`src/rtl/ram_pipeline_bridge_n.sv`:
```
// RAM-to-butterfly operand bridge with configurable latency, hold, busy count and
// sticky protocol-error flag. Outputs are taken only from registers.
module ram_pipeline_bridge_n #(
  parameter int FFT_N    = 10,
  parameter int FFT_DW   = 16,
  parameter int PIPE_LAT = 1
) (
  input  logic                  clk,
  input  logic                  rst,
  input  logic                  iact,
  input  logic [1:0]            ictrl,
  input  logic                  ihold,
  input  logic [FFT_N-2:0]      iMemAddr,
  input  logic [2*FFT_DW-1:0]   iEvenData,
  input  logic [2*FFT_DW-1:0]   iOddData,
  output logic                  oact,
  output logic [1:0]            octrl,
  output logic [FFT_N-2:0]      oMemAddr,
  output logic [2*FFT_DW-1:0]   oEvenData,
  output logic [2*FFT_DW-1:0]   oOddData,
  output logic                  obusy,
  output logic                  oerr
);

  localparam int L  = PIPE_LAT + 1;
  localparam int AW = FFT_N - 1;
  localparam int DW = 2 * FFT_DW;
  localparam int CW = $clog2(L + 1);

  // act and odd data keep one extra older entry for the mode-11 partner
  logic          act_q  [1:L+1];
  logic          act_d  [1:L+1];
  logic [1:0]    ctrl_q [1:L];
  logic [1:0]    ctrl_d [1:L];
  logic [AW-1:0] addr_q [1:L];
  logic [AW-1:0] addr_d [1:L];
  logic [DW-1:0] ev_q   [1:L];
  logic [DW-1:0] ev_d   [1:L];
  logic [DW-1:0] od_q   [1:L+1];
  logic [DW-1:0] od_d   [1:L+1];
  logic [CW-1:0] cnt_q, cnt_d;
  logic          err_q, err_d;
  logic          adv;
  logic          miss_partner;

  assign adv = ~ihold;

  always_comb begin
    act_d  = act_q;
    ctrl_d = ctrl_q;
    addr_d = addr_q;
    ev_d   = ev_q;
    od_d   = od_q;
    cnt_d  = cnt_q;
    if (adv) begin
      act_d[1]  = iact;
      ctrl_d[1] = ictrl;
      addr_d[1] = iMemAddr;
      ev_d[1]   = iEvenData;
      od_d[1]   = iOddData;
      for (int k = 2; k <= L; k++) begin
        act_d[k]  = act_q[k-1];
        ctrl_d[k] = ctrl_q[k-1];
        addr_d[k] = addr_q[k-1];
        ev_d[k]   = ev_q[k-1];
      end
      for (int k = 2; k <= L + 1; k++) begin
        od_d[k] = od_q[k-1];
      end
      act_d[L+1] = act_q[L];
      cnt_d = cnt_q + CW'(iact) - CW'(act_q[L]);
    end
  end

  // a paired mode at the output needs its neighbour sample to be valid
  always_comb begin
    miss_partner = 1'b0;
    if (act_q[L]) begin
      if (ctrl_q[L] == 2'b00 && !act_q[L-1]) miss_partner = 1'b1;
      if (ctrl_q[L] == 2'b11 && !act_q[L+1]) miss_partner = 1'b1;
    end
    err_d = err_q | (iact & ihold) | (adv & miss_partner);
  end

  always_ff @(posedge clk) begin
    if (!rst) begin
      act_q  <= '{default: 1'b0};
      ctrl_q <= '{default: 2'b00};
      cnt_q  <= '0;
      err_q  <= 1'b0;
    end else begin
      act_q  <= act_d;
      ctrl_q <= ctrl_d;
      cnt_q  <= cnt_d;
      err_q  <= err_d;
    end
  end

  always_ff @(posedge clk) begin
    addr_q <= addr_d;
    ev_q   <= ev_d;
    od_q   <= od_d;
  end

  assign oact     = act_q[L];
  assign octrl    = ctrl_q[L];
  assign oMemAddr = addr_q[L];
  assign obusy    = (cnt_q != '0);
  assign oerr     = err_q;

  always_comb begin
    oEvenData = ev_q[L];
    oOddData  = od_q[L];
    case (ctrl_q[L])
      2'b00: begin
        oEvenData = ev_q[L];
        oOddData  = ev_q[L-1];
      end
      2'b11: begin
        oEvenData = od_q[L+1];
        oOddData  = od_q[L];
      end
      2'b01: begin
        oEvenData = od_q[L];
        oOddData  = ev_q[L];
      end
      default: begin
        oEvenData = ev_q[L];
        oOddData  = od_q[L];
      end
    endcase
  end

endmodule

```
`config.mk`:
```
export PLATFORM = sky130hd
export DESIGN_NAME = ram_pipeline_bridge_n
export DESIGN_NICKNAME = d
export VERILOG_FILES = /design/src/rtl/ram_pipeline_bridge_n.sv
export SDC_FILE = /design/constraint.sdc
export NUM_CORES = 1
export LEC_CHECK = 0
export ABC_AREA = 0
export CORE_MARGIN = 3
export CORE_UTILIZATION = 54
export DETAILED_ROUTE_END_ITERATION = 7
export HOLD_SLACK_MARGIN = 0.05
export PLACE_DENSITY = 0.88
export SLEW_MARGIN = 15
export SYNTH_ARGS = -nofsm -noshare
export SYNTH_HDL_FRONTEND = slang
export SYNTH_SLANG_ARGS = --single-unit
```
`constraint.sdc`:
```
create_clock -name clk -period 8 [get_ports clk]
set_input_delay 1.6 -clock clk [delete_from_list [all_inputs] [get_ports clk]]
set_output_delay 1.6 -clock clk [all_outputs]
set_load 0.03 [all_outputs]
```
==> job_summary.md <==
## Synthesis and layout report

| Metric | Value |
|---|---|
| Status | finished clean |
| Clock buffer count in the final layout | 21 |
| Flip-flop and latch share of the layout cell area | 0.591 |
| Largest delay share family, worst path | buffers and inverters |
| Power density over the cells | 244 nW/µm² |
| Required time of the worst setup path | about 6400 ps |
| Post-Place Worst Slack | 3520 ps |
| Ports placed on the boundary | about 160 |
| CTS tree | built |
| Core utilization at floorplan | 0.560 |
| Die boundary width | between 100 and 150 µm |
| Synthesis-stage register bit count | 188 |
| Mean instance size in the synthesized netlist | 16.2 µm² |
| Standard cell core area | ~13000 µm² |
| Leakage power | about 3.2 nW |
| Post-Route Skew | 9.90 ps |
| Number of cell instances after yosys synthesis | roughly 440 |
| Instance tally after logic synthesis | between 400 and 500 |
| Worst Hold Depth | 0 |
| Startpoint of the lowest-slack register-to-register path | octrl[1] |
| Drt via density | 5.23 |
| First element of the critical path | octrl[0] |
| OpenROAD warnings | 29 |
| Average routed wire per standard cell | 17.0 µm |
| Peak VDD IR | 0.158 mV |
| Cell class with the largest area share | flip-flops and latches |
| Count of plain and timing-repair buffers | 159 |
| GRT Total Usage | 0.181 |
| Post-CTS resize count | 0 |
| Worst flop-to-flop path endpoint | oerr |
| Number of inserted diodes | 0 |
| Crit Path Category | flip-flop to primary output |
| Sequential element share of the synthesized area | 0.773 |
| Chip area line of the yosys report | 7180 µm² |
| Insertion delay to the later sink of the worst-skew pair | approximately 420 ps |
| Cells on worst reg2reg path | 4 |
| I/O Buffers | 156 |
| Number of antenna violations at the first check in global routing | 0 |
| Crit-path cells | buf_4 > mux2i_1 > o21ai_0 > clkdlybuf4s50_1 |
| Worst Min Path Start | addr_q[13] |
| Number of antenna-violating nets in the routed design | 0 |
| Setup crit end kind | primary output |
| Final Net Count | 669 |
| YS warnings | 0 |
| CP bufs+invs | 2 |
| Final Slew Violations | 0 |
| Pin count of the biggest net entering global routing | 115 |
| Number of CTS-inserted buffers | 17 |
| Total Power Consumption | around 2.3 mW |
| Unrepaired setup endpoints after global routing | false |
| Filler cells | 808 |
| Synth cell types | 22 |
| Post-detailed-route DRC marker count | 0 |
| Summed negative setup slack over all endpoints | 0 ps |
| Wire length of the first global-routing pass | 20200 µm |
| Slowest-stage cell, CP | dfxtp_4 |
| Fmax achieved | 0.220 GHz |
| Layout overhead on the synthesized area | 31.0% |
| Post-Synthesis Cell Area | about 7200 µm² |
| Flip-flop and latch area | 5550 µm² |
| Count of max-cap constraint violations | 0 |
| Post-Syn Nets | between 500 and 600 |
| CTS max path bufs | 2 |
| Inverters | 3 |
| Worst-path clk slew | around 60 ps |
| Minimum clock period | 4550 ps |
| Final setup violating endpoints | 0 |
| Detailed-routing iteration count for the pre-antenna-repair pass | 4 |
| Hold_ws | 418 ps |
| Highest cell delay on the worst timing path | 770 ps |
| Multi-input gate count | approximately 220 |
| Internal reg-to-reg setup slack | 6220 ps |
| Gr ovfl total | 0 |
| Buffer count from post-CTS setup fixing | 0 |
| N_taps | 172 |
| Slew margin rel. | 0.331 |
| Hold Vio Cnt, Final | 0 |
| Non-clock buffer contribution to total cell area | 0.171 |
| Max Fanout on Critical Path | 53 |
| Starting DRT DRC Count | 316 |
| Total number of H-tree levels | 4 |
| Stages on the worst setup path | 4 |
| # placed instances | between 700 and 800 |
| Number of sinks driven by the clock tree | between 150 and 200 |
| Worst path setup slack after routing | 3450 ps |
| Cts-stage hold buffer count | 0 |
| Destination of the critical timing path | oOddData[14] |
| Type of the tightest min-delay check | flip-flop to flip-flop |
| Post-layout period usage | 0.568 |
| Area of the multi-input gates | 1430 µm² |
| Detailed Place HPWL | 8490 µm |
| Seq Cell Count | 188 |
| Fraction of layout instances using a drive strength above 1 | 0.0566 |
| Top library cells by usage in the layout, fill and taps aside | edfxtp_1 (178), clkdlybuf4s50_1 (156), mux2i_1 (72) |
| Clock Network Area Fraction | 0.0622 |
| Via count of the first global-routing pass | a little over 4000 |
| Die outline height | 121 µm |
| DIE AREA | 14700 µm² |
| Crit path arrival time | 2950 ps |
| Total number of placement rows | 41 |
| Measured slew at the worst slew-check pin | between 1000 and 1500 ps |
| Clock root buffer | clkbuf_16 |
| Critical Path Start Type | flip-flop |
| Endpoint of the worst hold-timing path | oMemAddr[4] |
| Final weighted congestion of routability-driven global placement | between 0.7 and 0.8 |
-- where the power goes --
group | internal [mW] | leakage, nW | switching [mW]
logic | 0.122 | 1.06 | 0.147
clock network | 0.491 | 0.275 | 0.334
registers | 1.16 | 1.83 | 0.0364
-- layer usage --
metal | global-route usage | wire (µm) | up-vias
met5 | 0 | 0 | -
met4 | 0.0798 | 314 | 0
met3 | 0.0643 | 812 | 28
met2 | 0.295 | 6620 | 146
met1 | 0.220 | 5410 | 1931
li1 | - | - | 1940
-- per-stage QoR --
step | utilization | area (µm²)
floorplan | - | 7180
global placement | 0.685 | 8790
detailed placement | 0.685 | 8790
CTS | 0.731 | 9370
global route | 0.733 | 9400
finish | 0.733 | 9400
-- kinds of logic after synthesis --
group,share of synthesized area
flops,0.773
mux,0.100
compound gates,0.0478
simple gates,0.0459
xor+xnor,0.00122
fa+ha+maj,0.00349
buf+inv,0.0284
-- synth_stat cells, drive strengths merged --
| cell type | instances | area [µm²] |
|---|---|---|
| nor4b | 1 | 8.76 |
| xnor2 | 1 | 8.76 |
| and4b | 1 | 10.0 |
| o311a | 1 | 10.0 |
| ha | 2 | 25.0 |
| a21oi | 32 | 160 |
| mux2i | 72 | 721 |
| nor2 | 32 | 120 |
| clkbuf | 9 | 33.8 |
| a21boi | 1 | 7.51 |
| or2 | 1 | 6.26 |
| inv | 3 | 11.3 |
| o21ai | 33 | 165 |
| or4 | 1 | 7.51 |
| nand2 | 32 | 120 |
| nor2b | 8 | 50.1 |
| dfxtp | 10 | 200 |
| buf | 25 | 159 |
| or3 | 1 | 6.26 |
| edfxtp | 178 | 5350 |
-- sequential cells by signal, summed over array words and instances, names as in the netlist --
name / cells
od_q: 96
ev_q: 64
addr_q: 9
oMemAddr: 9
act_q: 2
cnt_q: 2
ctrl_q: 2
octrl: 2
oact: 1
oerr: 1
### Cell sizes after repair

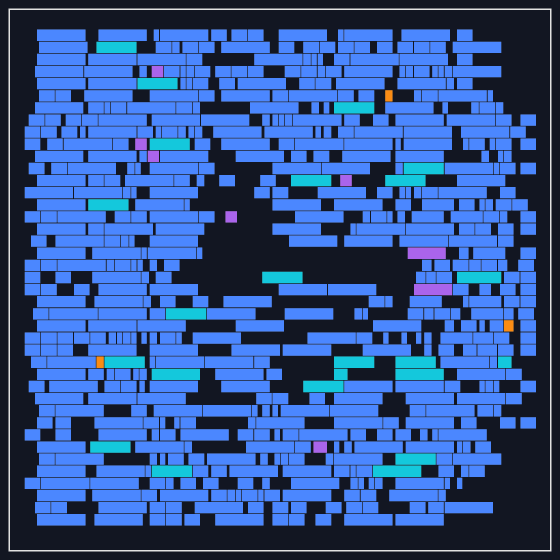
Purple shows _3 and _4 cells, cells 8, share 1.3%. Orange shows _2 cells, cells 3, share 0.50%. Cyan shows _6 and larger, cells 23, share 3.8%. Blue shows _0 and _1 cells, cells 567, share 94%.

### Logic cells by family

Scale bar: 20 µm.
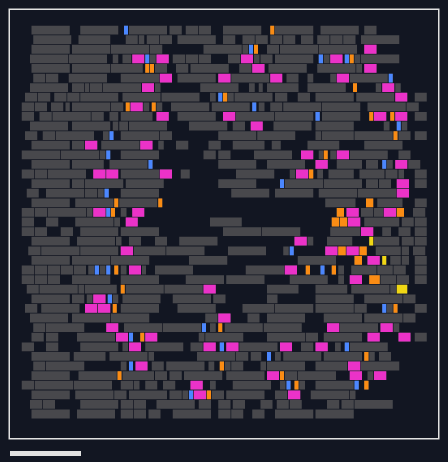
Yellow shows inverters, cells 3. Blue shows NAND gates, cells 32, where all over the die. Orange shows NOR gates, cells 41. Magenta shows multiplexers, cells 72, where all over the die.
multi-input logic portion of the cell area: 0.152
most frequent standard cell in the layout excluding fill and tap cells: edfxtp_1
Non-Filler Instances: 773

### M3 wires

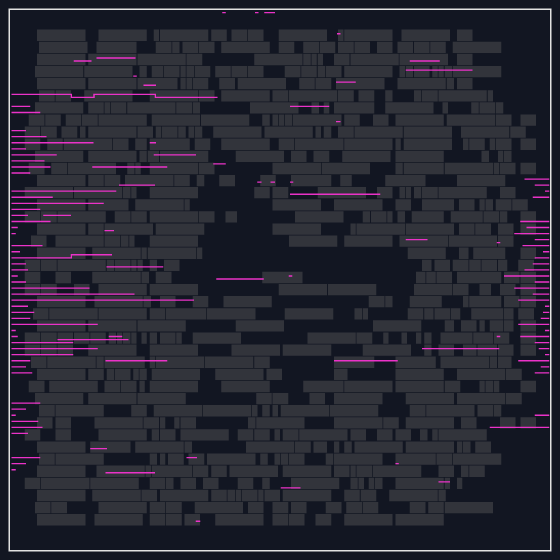
The layer holds 6.2% of the routed length. The layer carries 813 µm of wire. The longest straight run is 40.7 µm. 102 nets have wire on it. The wires run mostly horizontal.
met3 track utilization from global routing: 0.0643
Total Routed Length: 13200 µm
routed via count: 4045

Power and IR drop assume default switching activity.
